`src/rtl/beep_sequencer.sv`:
```
// beep_sequencer
// Burst scheduler that gates the buzzer's square-wave generator. After a start
// request it drives the generator's active-low enable through reps bursts.
// Each burst is on_cycles cycles with the tone on. Bursts are separated by
// off_cycles cycles of silence. There is no silent gap after the last burst.
// The block finishes with a one-cycle done pulse.
//
// State | meaning
// ------+-----------------------------------------------------------
// IDLE  | waiting for start; burst index holds its last value
// ON    | tone burst in progress, generator enabled (gen_en_n = 0)
// OFF   | silent gap between bursts (gen_en_n = 1)
// FIN   | one-cycle completion, done = 1
//
// Ports:
//   i_clk, i_rst      clock, synchronous active-high reset
//   i_start, i_abort  request pulse (sampled in IDLE), abort level
//   i_on_cycles       tone-on length per burst   (latched at start)
//   i_off_cycles      gap length between bursts  (latched at start)
//   i_reps            number of bursts           (latched at start)
//   o_gen_en_n        generator enable, active low
//   o_busy            high whenever not IDLE
//   o_done            one-cycle pulse on normal completion
//   o_burst_idx       0-based index of the current or last burst
module beep_sequencer #(
  parameter int DUR_W = 32,
  parameter int REP_W = 8
) (
  input  logic             i_clk,
  input  logic             i_rst,
  input  logic             i_start,
  input  logic             i_abort,
  input  logic [DUR_W-1:0] i_on_cycles,
  input  logic [DUR_W-1:0] i_off_cycles,
  input  logic [REP_W-1:0] i_reps,
  output logic             o_gen_en_n,
  output logic             o_busy,
  output logic             o_done,
  output logic [REP_W-1:0] o_burst_idx
);

  typedef enum logic [1:0] {S_IDLE, S_ON, S_OFF, S_FIN} state_t;

  state_t           r_state, w_state_nxt;
  logic [DUR_W-1:0] r_cnt, w_cnt_nxt;
  logic [DUR_W-1:0] r_on, w_on_nxt;
  logic [DUR_W-1:0] r_off, w_off_nxt;
  logic [REP_W-1:0] r_reps, w_reps_nxt;
  logic [REP_W-1:0] r_idx, w_idx_nxt;
  logic             r_gen_en_n, w_gen_en_n_nxt;
  logic             r_busy, w_busy_nxt;
  logic             r_done, w_done_nxt;
  logic             w_last;

  always_ff @(posedge i_clk) begin
    if (i_rst) begin
      r_state    <= S_IDLE;
      r_cnt      <= '0;
      r_on       <= '0;
      r_off      <= '0;
      r_reps     <= '0;
      r_idx      <= '0;
      r_gen_en_n <= 1'b1;
      r_busy     <= 1'b0;
      r_done     <= 1'b0;
    end else begin
      r_state    <= w_state_nxt;
      r_cnt      <= w_cnt_nxt;
      r_on       <= w_on_nxt;
      r_off      <= w_off_nxt;
      r_reps     <= w_reps_nxt;
      r_idx      <= w_idx_nxt;
      r_gen_en_n <= w_gen_en_n_nxt;
      r_busy     <= w_busy_nxt;
      r_done     <= w_done_nxt;
    end
  end

  // r_reps is at least 1 whenever ON is reached, so the subtraction cannot wrap.
  assign w_last = (r_idx == (r_reps - REP_W'(1)));

  always_comb begin
    w_state_nxt = r_state;
    w_cnt_nxt   = r_cnt;
    w_on_nxt    = r_on;
    w_off_nxt   = r_off;
    w_reps_nxt  = r_reps;
    w_idx_nxt   = r_idx;

    unique case (r_state)
      S_IDLE: begin
        if (i_start && !i_abort) begin
          w_on_nxt   = i_on_cycles;
          w_off_nxt  = i_off_cycles;
          w_reps_nxt = i_reps;
          w_idx_nxt  = '0;
          if ((i_reps == '0) || (i_on_cycles == '0)) begin
            w_state_nxt = S_FIN;
          end else begin
            w_state_nxt = S_ON;
            w_cnt_nxt   = i_on_cycles - DUR_W'(1);
          end
        end
      end
      S_ON: begin
        if (i_abort) begin
          w_state_nxt = S_IDLE;
        end else if (r_cnt == '0) begin
          if (w_last) begin
            w_state_nxt = S_FIN;
          end else if (r_off == '0) begin
            // Back-to-back bursts: stay in ON and start the next burst.
            w_idx_nxt = r_idx + REP_W'(1);
            w_cnt_nxt = r_on - DUR_W'(1);
          end else begin
            w_state_nxt = S_OFF;
            w_cnt_nxt   = r_off - DUR_W'(1);
          end
        end else begin
          w_cnt_nxt = r_cnt - DUR_W'(1);
        end
      end
      S_OFF: begin
        if (i_abort) begin
          w_state_nxt = S_IDLE;
        end else if (r_cnt == '0) begin
          w_state_nxt = S_ON;
          w_cnt_nxt   = r_on - DUR_W'(1);
          w_idx_nxt   = r_idx + REP_W'(1);
        end else begin
          w_cnt_nxt = r_cnt - DUR_W'(1);
        end
      end
      S_FIN: begin
        w_state_nxt = S_IDLE;
      end
      default: begin
        w_state_nxt = S_IDLE;
      end
    endcase

    // Outputs are registered, so they are computed from the state being entered.
    w_gen_en_n_nxt = (w_state_nxt != S_ON);
    w_busy_nxt     = (w_state_nxt != S_IDLE);
    w_done_nxt     = (w_state_nxt == S_FIN);
  end

  assign o_gen_en_n  = r_gen_en_n;
  assign o_busy      = r_busy;
  assign o_done      = r_done;
  assign o_burst_idx = r_idx;

endmodule

```
`config.mk`:
```
export PLATFORM = sky130hd
export DESIGN_NAME = beep_sequencer
export DESIGN_NICKNAME = d
export VERILOG_FILES = /design/src/rtl/beep_sequencer.sv
export SDC_FILE = /design/constraint.sdc
export NUM_CORES = 1
export LEC_CHECK = 0
export ABC_CLOCK_PERIOD_IN_PS = 4100
export CAP_MARGIN = 20
export CORE_ASPECT_RATIO = 2
export CORE_MARGIN = 2
export CORE_UTILIZATION = 60
export DETAILED_ROUTE_END_ITERATION = 10
export DONT_BUFFER_PORTS = 1
export PLACE_DENSITY = 0.75
export RECOVER_POWER = 25
export REMOVE_ABC_BUFFERS = 1
export SETUP_SLACK_MARGIN = 0.05
export SYNTH_ARGS = -nofsm -noshare
export SYNTH_HDL_FRONTEND = slang
export SYNTH_SLANG_ARGS = --single-unit
```
`constraint.sdc`:
```
create_clock -name i_clk -period 4.1 [get_ports i_clk]
set_input_delay 0.82 -clock i_clk [delete_from_list [all_inputs] [get_ports i_clk]]
set_output_delay 0.82 -clock i_clk [all_outputs]
set_load 0.005 [all_outputs]
```
==> images/cell_classes.png <==
Fill, decap, tap and diode cells in grey.
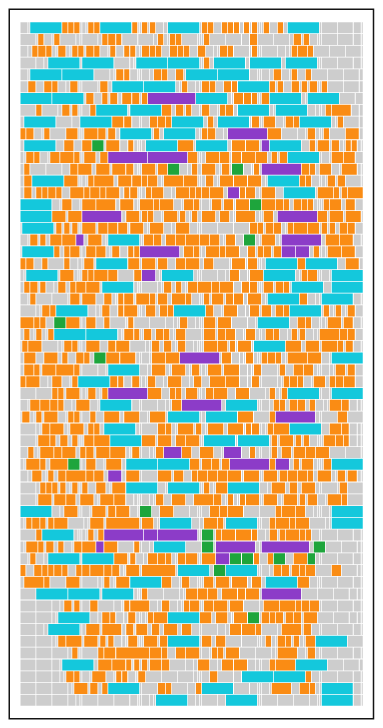
class	colour	cells	share of their area
other buffers and delay cells	green	18	1.6%
clock drivers and dummy loads	purple	32	7.3%
all other logic	orange	843	62%
flip-flops	cyan	117	29%

==> images/metal_stack.png <==
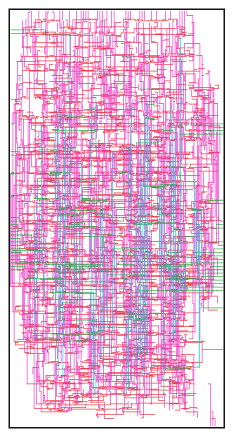
layer	colour	wire length
met2	magenta	12700 µm
met1	red	8130 µm
met4	cyan	2360 µm
met3	green	1410 µm

==> images/final_placement.png <==
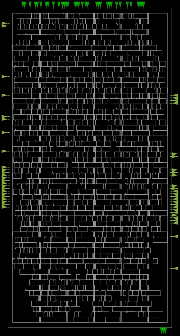
Core Util, Final: 66.5%
final std cells w/o fill: 1160
flop share of the area: 28.2%
Well Taps: 150
site row count: 58

==> sequential cells by signal (all words and copies together) (netlist names) <==
register and cells:
o_done 1, o_busy 1, o_gen_en_n 1, r_reps 8, r_on 32, r_off 32, o_burst_idx 8, r_cnt 32
r_state 2
==> Yosys cell counts (all sizes together), types with 3 or more instances <==
library cell / count
xnor2: 59
a21oi: 99
mux2i: 3
clkbuf: 52
o211ai: 5
nor2b: 4
nand4: 9
nand2: 209
nand2b: 7
nand3: 15
o22ai: 24
nor4: 34
nand3b: 3
or4: 19
ha: 11
nor3: 40
inv: 15
o221ai: 5
a32o: 11
and2: 7
buf: 7
dfxtp: 117
or3: 16
a221oi: 8
nor2: 68
xor2: 59
a22o: 5
a211o: 5
o31ai: 8
o2bb2ai: 3
a221o: 8
or2: 6
nor3b: 3
o21ai: 32
a31oi: 6
==> worst register-to-register path: stages (launching register included) <==
cell	delay (ns)
dfxtp_1	0.37
or4_1	0.63
nor2_1	0.33
nand4_1	0.28
nand2_1	0.63
o22ai_1	0.36
a221o_1	0.41
a32o_1	0.25
==> placed cells by master (no fill, tap or decap), types with 6 or more instances in the layout <==
cell type	netlist	routed
nand2_1	209	208
dfxtp_1	117	117
a21oi_1	99	99
nor2_1	67	66
xor2_1	59	59
xnor2_1	59	59
nor3_1	40	40
nor4_1	31	30
o21ai_0	30	30
o22ai_1	24	24
or4_1	19	19
clkbuf_16	0	17
buf_4	0	17
or3_1	16	16
inv_1	15	15
nand3_1	15	15
a32o_1	11	11
ha_1	11	11
nand4_1	8	8
o31ai_1	8	8
a221o_1	8	8
a221oi_1	8	8
nand2b_1	7	7
inv_6	0	6
==> routing by layer <==
layer / up-vias / GRT usage (%)
met4: 0 / 29.6
met1: 3585 / 33.8
met3: 132 / 6.97
met2: 371 / 63.9
met5: - / 0
li1: 3623 / -
==> ci_impl_report.md <==
### Flow metrics

| Metric | Value |
|---|---|
| Signal buffers share of area | `1.60%` |
| Comb. pwr | `931 µW` |
| Max Fclk | `0.297 GHz` |
| Max Used Layer | `met4` |
| Tmin final | `3.36 ns` |
| Basic Gates by Area | `28.5%` |
| Relative slew slack | `7.37%` |
| Final antenna-violating net count | `0` |
| Met2 wire length | `12.7 mm` |
| Int Pwr | `2.48 mW` |
| DRC errors left | `0` |
| Final hold violations | `0` |
| Post-synth EDFFs | `0` |
| I/O pin count | `87` |
| Total power | `3.73 mW` |
| Pleak | `3.01 nW` |
| # Post-CTS Setup Buffers | `0` |
| Flop Count | `117` |
| CTS tree | `done` |
| Sequential power share | `34.6%` |
| Worst path max stage delay | `0.63 ns` |
| Clock buf/inv share | `7.13%` |
| Switching share of power | `33.7%` |
| Pins Over Slew Limit | `0` |
| Yosys chip area | `7600 µm²` |
| Setup-failing EPs final | `0` |
| Metal3 WL | `1.41 mm` |
| Hold Path Depth | `1` |
| Cell variety after synth | `71` |
| Fp util | `60.9%` |
| Cell area after synthesis | `7600 µm²` |
| Layout cells sized above 1 | `6.83%` |
| Layout filler cell count | `1149` |
| Adder Share, Synth | `1.81%` |
| Synth Warn # | `0` |
| Reg2Reg Setup Slack | `0.74 ns` |
| Metal-1 WL | `8.13 mm` |
| Worst hold path class | `in2reg` |
| Largest delay share family, worst path | `simple AND/OR/NAND/NOR gates` |
| Sequential power | `1.29 mW` |
| Vias per cell | `6.65` |
| Max power group | `clock` |
| Gp weighted congestion | `0.966` |
| Logic inverters | `15` |
| Layout clock buffers | `17` |
| #FFs+latches synth | `117` |
| Clk pin slew, worst setup/hold paths | `0.06 ns` |
| Post-synthesis cell count | `1019` |
| Largest cell class | `multi-input combinational cells` |
| Combinational gate area | `4990 µm²` |
| CORE AREA | `12500 µm²` |
| Area added between synthesis and finish | `9.22%` |
| Power density cells | `450 nW/µm²` |
| CP Cell Sequence | `or4_1 > nor2_1 > nand4_1 > nand2_1 > o22ai_1 > a221o_1 > a32o_1` |
| Die width | `83.6 µm` |
| Cell count listed in synth_stat.txt | `1019` |
| Setup TNS | `0 ns` |
| Reg area | `2340 µm²` |
| Global-route usage over all layers | `35.4%` |
| RSZ-0062 raised after global routing | `false` |
| Comb gates | `828` |
| Htree depth | `4` |
| Worst Hold End | `r_off[11]` |
| Largest net degree at the start of global routing | `96` |
| Post-synth seq share | `30.8%` |
| Max cap viols | `0` |
| OpenROAD warning count | `29` |
| CTS Buf Count | `17` |
| Comb/total area | `60.1%` |
| CP endpoint kind | `flip-flop` |
| Post-Synth AOI/OAI Area | `21.1%` |
| CP arrival | `3.68 ns` |
| Share of total power in the clock network | `40.5%` |
| Non-clock buffer total of the final layout | `18` |
| Top-area cell type share of the netlist area | `30.8%` |
| Status | `complete, no violations` |
| Post-CTS sizing | `0` |
| Routed via count | `7711` |
| Number of placed instances, taps included | `1128` |
| First-iteration detailed-routing DRC count | `570` |
| R2R cell count | `7` |
| WS Path Type | `reg2reg` |
| Hold Slack | `0.459 ns` |
| ANT cells | `0` |
| Clk latency late pin | `0.42 ns` |
No activity file was given, so power comes from the tool's default toggle rates.
